## config.mk

```make
export PLATFORM = sky130hd
export DESIGN_NAME = uart_rx_ctrl
export DESIGN_NICKNAME = d
export VERILOG_FILES = /design/src/rtl/uart_pkg.sv /design/src/rtl/rx_sync_2ff.sv /design/src/rtl/uart_rx_ctrl.sv
export SDC_FILE = /design/constraint.sdc
export NUM_CORES = 1
export LEC_CHECK = 0
export ABC_AREA = 0
export CAP_MARGIN = 20
export CORE_ASPECT_RATIO = 0.6
export CORE_MARGIN = 5
export CORE_UTILIZATION = 35
export CTS_CLUSTER_SIZE = 24
export DETAILED_ROUTE_END_ITERATION = 10
export GPL_ROUTABILITY_DRIVEN = 1
export GPL_TIMING_DRIVEN = 0
export PLACE_DENSITY = 0.52
export SLEW_MARGIN = 20
export SYNTH_ARGS = -nofsm -noshare
export SYNTH_HDL_FRONTEND = slang
export SYNTH_SLANG_ARGS = --single-unit
```

## constraint.sdc

```tcl
create_clock -name clk -period 5.45 [get_ports clk]
set_input_delay 0.545 -clock clk [delete_from_list [all_inputs] [get_ports clk]]
set_output_delay 0.545 -clock clk [all_outputs]
set_load 0.01 [all_outputs]
```

## src/rtl/uart_pkg.sv

```systemverilog
// Shared definitions for the UART receive path: FSM state encoding and oversampling constants.
package uart_pkg;

    typedef enum logic [1:0] {
        IDLE  = 2'b00,
        START = 2'b01,
        DATA  = 2'b10,
        STOP  = 2'b11
    } state_t;

    localparam int unsigned OVERSAMPLE = 16;
    localparam int unsigned MID_SAMPLE = 7;

endpackage

```

## src/rtl/rx_sync_2ff.sv

```systemverilog
// Two-flop synchronizer for the asynchronous rx line; resets to the idle (high) level.
module rx_sync_2ff (
    input  logic clk,
    input  logic reset,
    input  logic d,
    output logic q
);

    logic meta;

    always_ff @(posedge clk or posedge reset) begin
        if (reset) begin
            meta <= 1'b1;
            q    <= 1'b1;
        end else begin
            meta <= d;
            q    <= meta;
        end
    end

endmodule

```

## src/rtl/uart_rx_ctrl.sv

```systemverilog
// UART receiver: 16x-oversampled start/data/stop framing, LSB first, no parity.
module uart_rx_ctrl
    import uart_pkg::*;
#(
    parameter int unsigned DBIT    = 8,
    parameter int unsigned SB_TICK = 16
) (
    input  logic            clk,
    input  logic            reset,
    input  logic            s_tick,
    input  logic            rx,
    output logic [DBIT-1:0] dout,
    output logic            rx_done_tick,
    output logic            frame_err,
    output logic            busy
);

    localparam logic [4:0] MID_CNT       = 5'(MID_SAMPLE);
    localparam logic [4:0] LAST_DATA_CNT = 5'(OVERSAMPLE - 1);
    localparam logic [4:0] LAST_STOP_CNT = 5'(SB_TICK - 1);
    localparam logic [2:0] LAST_BIT      = 3'(DBIT - 1);

    state_t          state;
    logic [4:0]      s_cnt;
    logic [2:0]      n;
    logic [DBIT-1:0] b_reg;
    logic            stop_bit;
    logic            rx_s;

    rx_sync_2ff u_sync (
        .clk   (clk),
        .reset (reset),
        .d     (rx),
        .q     (rx_s)
    );

    always_ff @(posedge clk or posedge reset) begin
        if (reset) begin
            state        <= IDLE;
            s_cnt        <= '0;
            n            <= '0;
            b_reg        <= '0;
            stop_bit     <= 1'b0;
            dout         <= '0;
            rx_done_tick <= 1'b0;
            frame_err    <= 1'b0;
            busy         <= 1'b0;
        end else begin
            rx_done_tick <= 1'b0;
            case (state)
                // A tick coinciding with the start edge is deliberately not counted.
                IDLE: begin
                    if (!rx_s) begin
                        state <= START;
                        s_cnt <= '0;
                        busy  <= 1'b1;
                    end
                end
                START: begin
                    if (s_tick) begin
                        if (s_cnt == MID_CNT) begin
                            if (!rx_s) begin
                                state <= DATA;
                                s_cnt <= '0;
                                n     <= '0;
                            end else begin
                                state <= IDLE;
                                busy  <= 1'b0;
                            end
                        end else begin
                            s_cnt <= s_cnt + 5'd1;
                        end
                    end
                end
                DATA: begin
                    if (s_tick) begin
                        if (s_cnt == LAST_DATA_CNT) begin
                            s_cnt <= '0;
                            b_reg <= {rx_s, b_reg[DBIT-1:1]};
                            if (n == LAST_BIT) begin
                                state <= STOP;
                            end else begin
                                n <= n + 3'd1;
                            end
                        end else begin
                            s_cnt <= s_cnt + 5'd1;
                        end
                    end
                end
                STOP: begin
                    if (s_tick) begin
                        if (s_cnt == LAST_STOP_CNT) begin
                            state        <= IDLE;
                            busy         <= 1'b0;
                            dout         <= b_reg;
                            frame_err    <= ~stop_bit;
                            rx_done_tick <= 1'b1;
                        end else begin
                            if (s_cnt == MID_CNT) begin
                                stop_bit <= rx_s;
                            end
                            s_cnt <= s_cnt + 5'd1;
                        end
                    end
                end
                default: begin
                    state <= IDLE;
                    busy  <= 1'b0;
                end
            endcase
        end
    end

endmodule

```

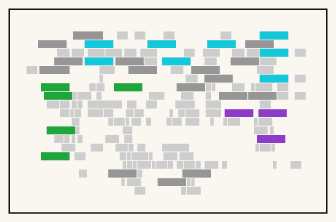
registers.png
signal	color	flops
n	purple	3
dout	cyan	8
s_cnt	green	5
not colored	16

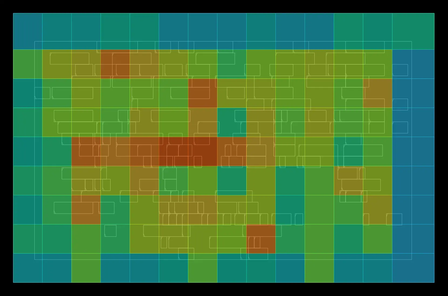
final_congestion.png
busiest grt layer: met1
met2 usage in global routing: 15.1%
met3 usage: 4.57%
GRT met1 Usage: 17.1%

==> results_slide.txt <==
Physical Implementation Snapshot

Worst setup path
  • Critical-path cell list: inv_1, ha_1, buf_2, inv_1, nor4_2, o211ai_2, mux2_2
  • Critical Path RT: 5.61 ns
  • Critical path endpoint: n[0]$_DFFE_PP0P_
  • Slowest cell on the critical path: dfrtp_1
  • Critical path's top delay family: buffers and inverters
  • Buf/Inv on CP: 3
  • Critical path type: register to register
  • Worst setup path startpoint: state[0]$_DFFE_PP0P_
  • Startpoint Class: register
  • Critical Path Fanout Max: 10
  • R2R setup slack: between 3 and 4 ns
  • Critical Path Stages: 7
  • Critical path's largest stage delay: about 0.40 ns
  • Critical Path End Type: register
  • R2R depth: 7
  • Reg2reg end: n[0]$_DFFE_PP0P_
  • Critical R2R Launch: state[0]$_DFFE_PP0P_
  • CP arrival: between 2 and 2.5 ns
  • Top cell by count, worst path: inv_1

Routing
  • Avg WL per Cell: approximately 15 µm
  • Final ANT Viol Nets: 0
  • Vias per Instance: about 5
  • First DRT Iteration DRCs: 75
  • Initial DRT Pass Iterations: 4
  • DRT Wirelength: 3210 µm

Hold path
  • Hold endpoint: u_sync.q$_DFF_PP1_
  • Hold wc startpoint: u_sync.meta$_DFF_PP1_
  • Worst min-delay path class: register to register
  • Hold path cells: 0

Pwr
  • Combinational power: between 0.0002 and 0.00025 W
  • Clk pwr: approximately 0.00022 W
  • Net Switching: between 0.0002 and 0.00025 W
  • Combinational share of power: 30.8%
  • Clk pwr share: a little under a third
  • Top power group: registers
  • Worst VDD drop: approximately 0.18 mV
  • Leak: between 1 and 1.5 nW
  • Pwr Density: 358 nW/µm²
  • Switching Fraction: around a third

Floorplanning
  • Die Height: 63.8 µm
  • Die X: 99.7 µm
  • Fp util: between 30 and 40%
  • Num ports: 15
  • Rows: 19
  • Core area: around 4600 µm²
  • Chip area: 6360 µm²

Synthesis
  • Ys cells: 136
  • Post-synthesis simple-gate area fraction: between 10 and 15%
  • Main logic family: multiplexers
  • Synth Area per Inst: 12.4 µm²
  • Flip-flops with a built-in enable: 0
  • Synth Register Bits: 32
  • Synth Area in Compound Gates: between 10% and 20%
  • Gate Count Post-Synth: between 100 and 150
  • Yosys xor share: 0%
  • Synth Seq Share: roughly 48%
  • Mapped Nets: roughly 150
  • Synth Flop Type: dfrtp_1
  • MUX area fraction: between 10% and 20%
  • Mapped Area: between 1500 and 2000 µm²
  • Syn. warnings: 0
  • Distinct lib cells: 41

GRT
  • Vias in the first global route: roughly 1100
  • Total grt overflow: 0
  • Initial antenna violation count: 0
  • Largest net degree at the start of global routing: 33
  • GRT Total Usage: a little under an eighth
  • First-pass GRT wire length: 5620 µm

Clock tree
  • CTS resizes: 0
  • Latency at later pin: between 0.2 and 0.3 ns
  • Post-CTS Setup Bufs: 0
  • CTS Hold Bufs: 0
  • Clk slew on worst S/H paths: 0.06 ns
  • Sinks on Clock Net: 32
  • Root buffer cell: clkbuf_8
  • CTS max path bufs: 2
  • Num CTS Buffers: 5
  • CTS tree: done
  • H-tree depth: 2

Run
  • OpenROAD warnings: 30
  • Max Cap Viol: 0

Timing
  • Max-Slew Margin vs Limit: a little under three fifths
  • Worst-margin pin slew: 0.659 ns
  • Cycle use final: approximately 36%
  • Unrepaired setup endpoints after global routing: false
  • Final Hold Vio Count: 0
  • Tmin final: between 1.5 and 2 ns
  • Setup Skew: 0.00528 ns
  • Final setup TNS: 0 ns
  • Setup violations, final: 0
  • Achievable Freq: just over 500 MHz
  • Fin. max-slew vios: 0

Layout
  • Top Layout Cells: 30 x dfrtp_1, 13 x clkdlybuf4s50_1, 12 x mux2_2
  • Area grow syn2layout: 18.8%
  • Diode count: 0
  • Most frequent logic cell in the layout: dfrtp_1
  • Nets: roughly 170
  • Finished Cell Area: between 2000 and 2500 µm²
  • Layout cell share with drive strength beyond 1: 28.7%

Placed design
  • IO buf count: 13

Run status
  • Status: completed
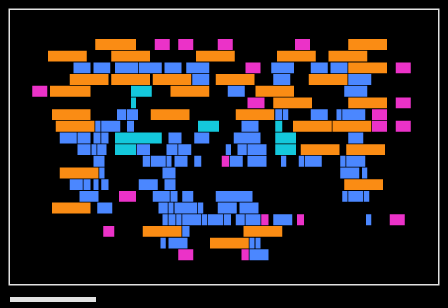
cell_classes.png
Scale bar: 20 µm.
class	color	cells
flip-flops	orange	32
all other logic	blue	97
other buffers and delay cells	magenta	20
clock drivers and dummy loads	cyan	8

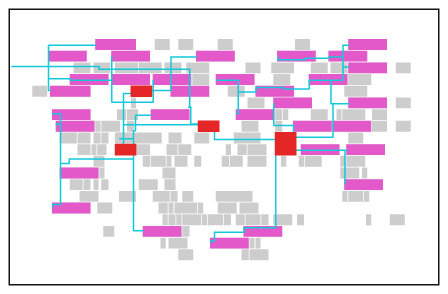
clock_map.png
[flip-flops] magenta | count: 32
[clock wires] cyan | length: 448 µm
[cells driving clock nets] red | count: 5
routed clock nets	6

[cell type report]
type	instances	area [µm²]
buffer	7	50.0
clock buffer	6	72.6
clock inverter	2	35.0
fill	448	2610
inverter	9	33.8
multi-input combinational	88	801
sequential	32	803
tap	63	78.8
timing repair buffer	13	130
[through the flow]
step | power (W) | hold slack (ns) | setup slack [ns] | cells | utilization, %
floorplan | 0.000444 | 0.345 | 3.75 | 136 | -
global placement | 0.000492 | 0.346 | 3.42 | 212 | 41.1
detailed placement | 0.000500 | 0.347 | 3.48 | 212 | 41.1
CTS | 0.000727 | 0.364 | 3.47 | 220 | 43.5
global route | 0.000769 | 0.371 | 3.34 | 220 | 43.5
finish | 0.000717 | 0.362 | 3.48 | 220 | 43.5
[metal layers]
layer | wire length (µm) | vias to the layer above | global-route usage [%]
met2 | 1350 | 22 | 15.1
met4 | 8 | 0 | 2.04
met5 | 0 | - | 0
met1 | 1650 | 550 | 17.1
li1 | - | 527 | -
met3 | 197 | 2 | 4.57
[cells in the mapped netlist, types with 2 or more instances]
cell      number  area [µm²]
mux2i_1        4        40.0
a21oi_1        3        15.0
a22o_1         3        26.3
mux2_4         7         105
buf_6          2        22.5
nor3_1         2        10.0
inv_1          9        33.8
a21o_1         3        22.5
dfrtp_1       30         751
nand2b_1       2        12.5
dfstp_2        2        52.6
nand2_1        7        26.3
mux2_2        12         135
buf_2          4        20.0
nor2_1         7        26.3
o21ai_0        5        25.0
nand3_1        2        10.0
ha_1           9         113
[kinds of logic (layout without fill, tap and decap cells)]
logic type | count (synthesis) | after routing
multiplexers | 23 | 23
buffers and inverters | 16 | 37
flip-flops | 32 | 32
AND/OR/NAND/NOR | 34 | 34
AND-OR/OR-AND | 22 | 22
adder cells (fa/ha/maj) | 9 | 9
Power is estimated from default activity; no workload was simulated.
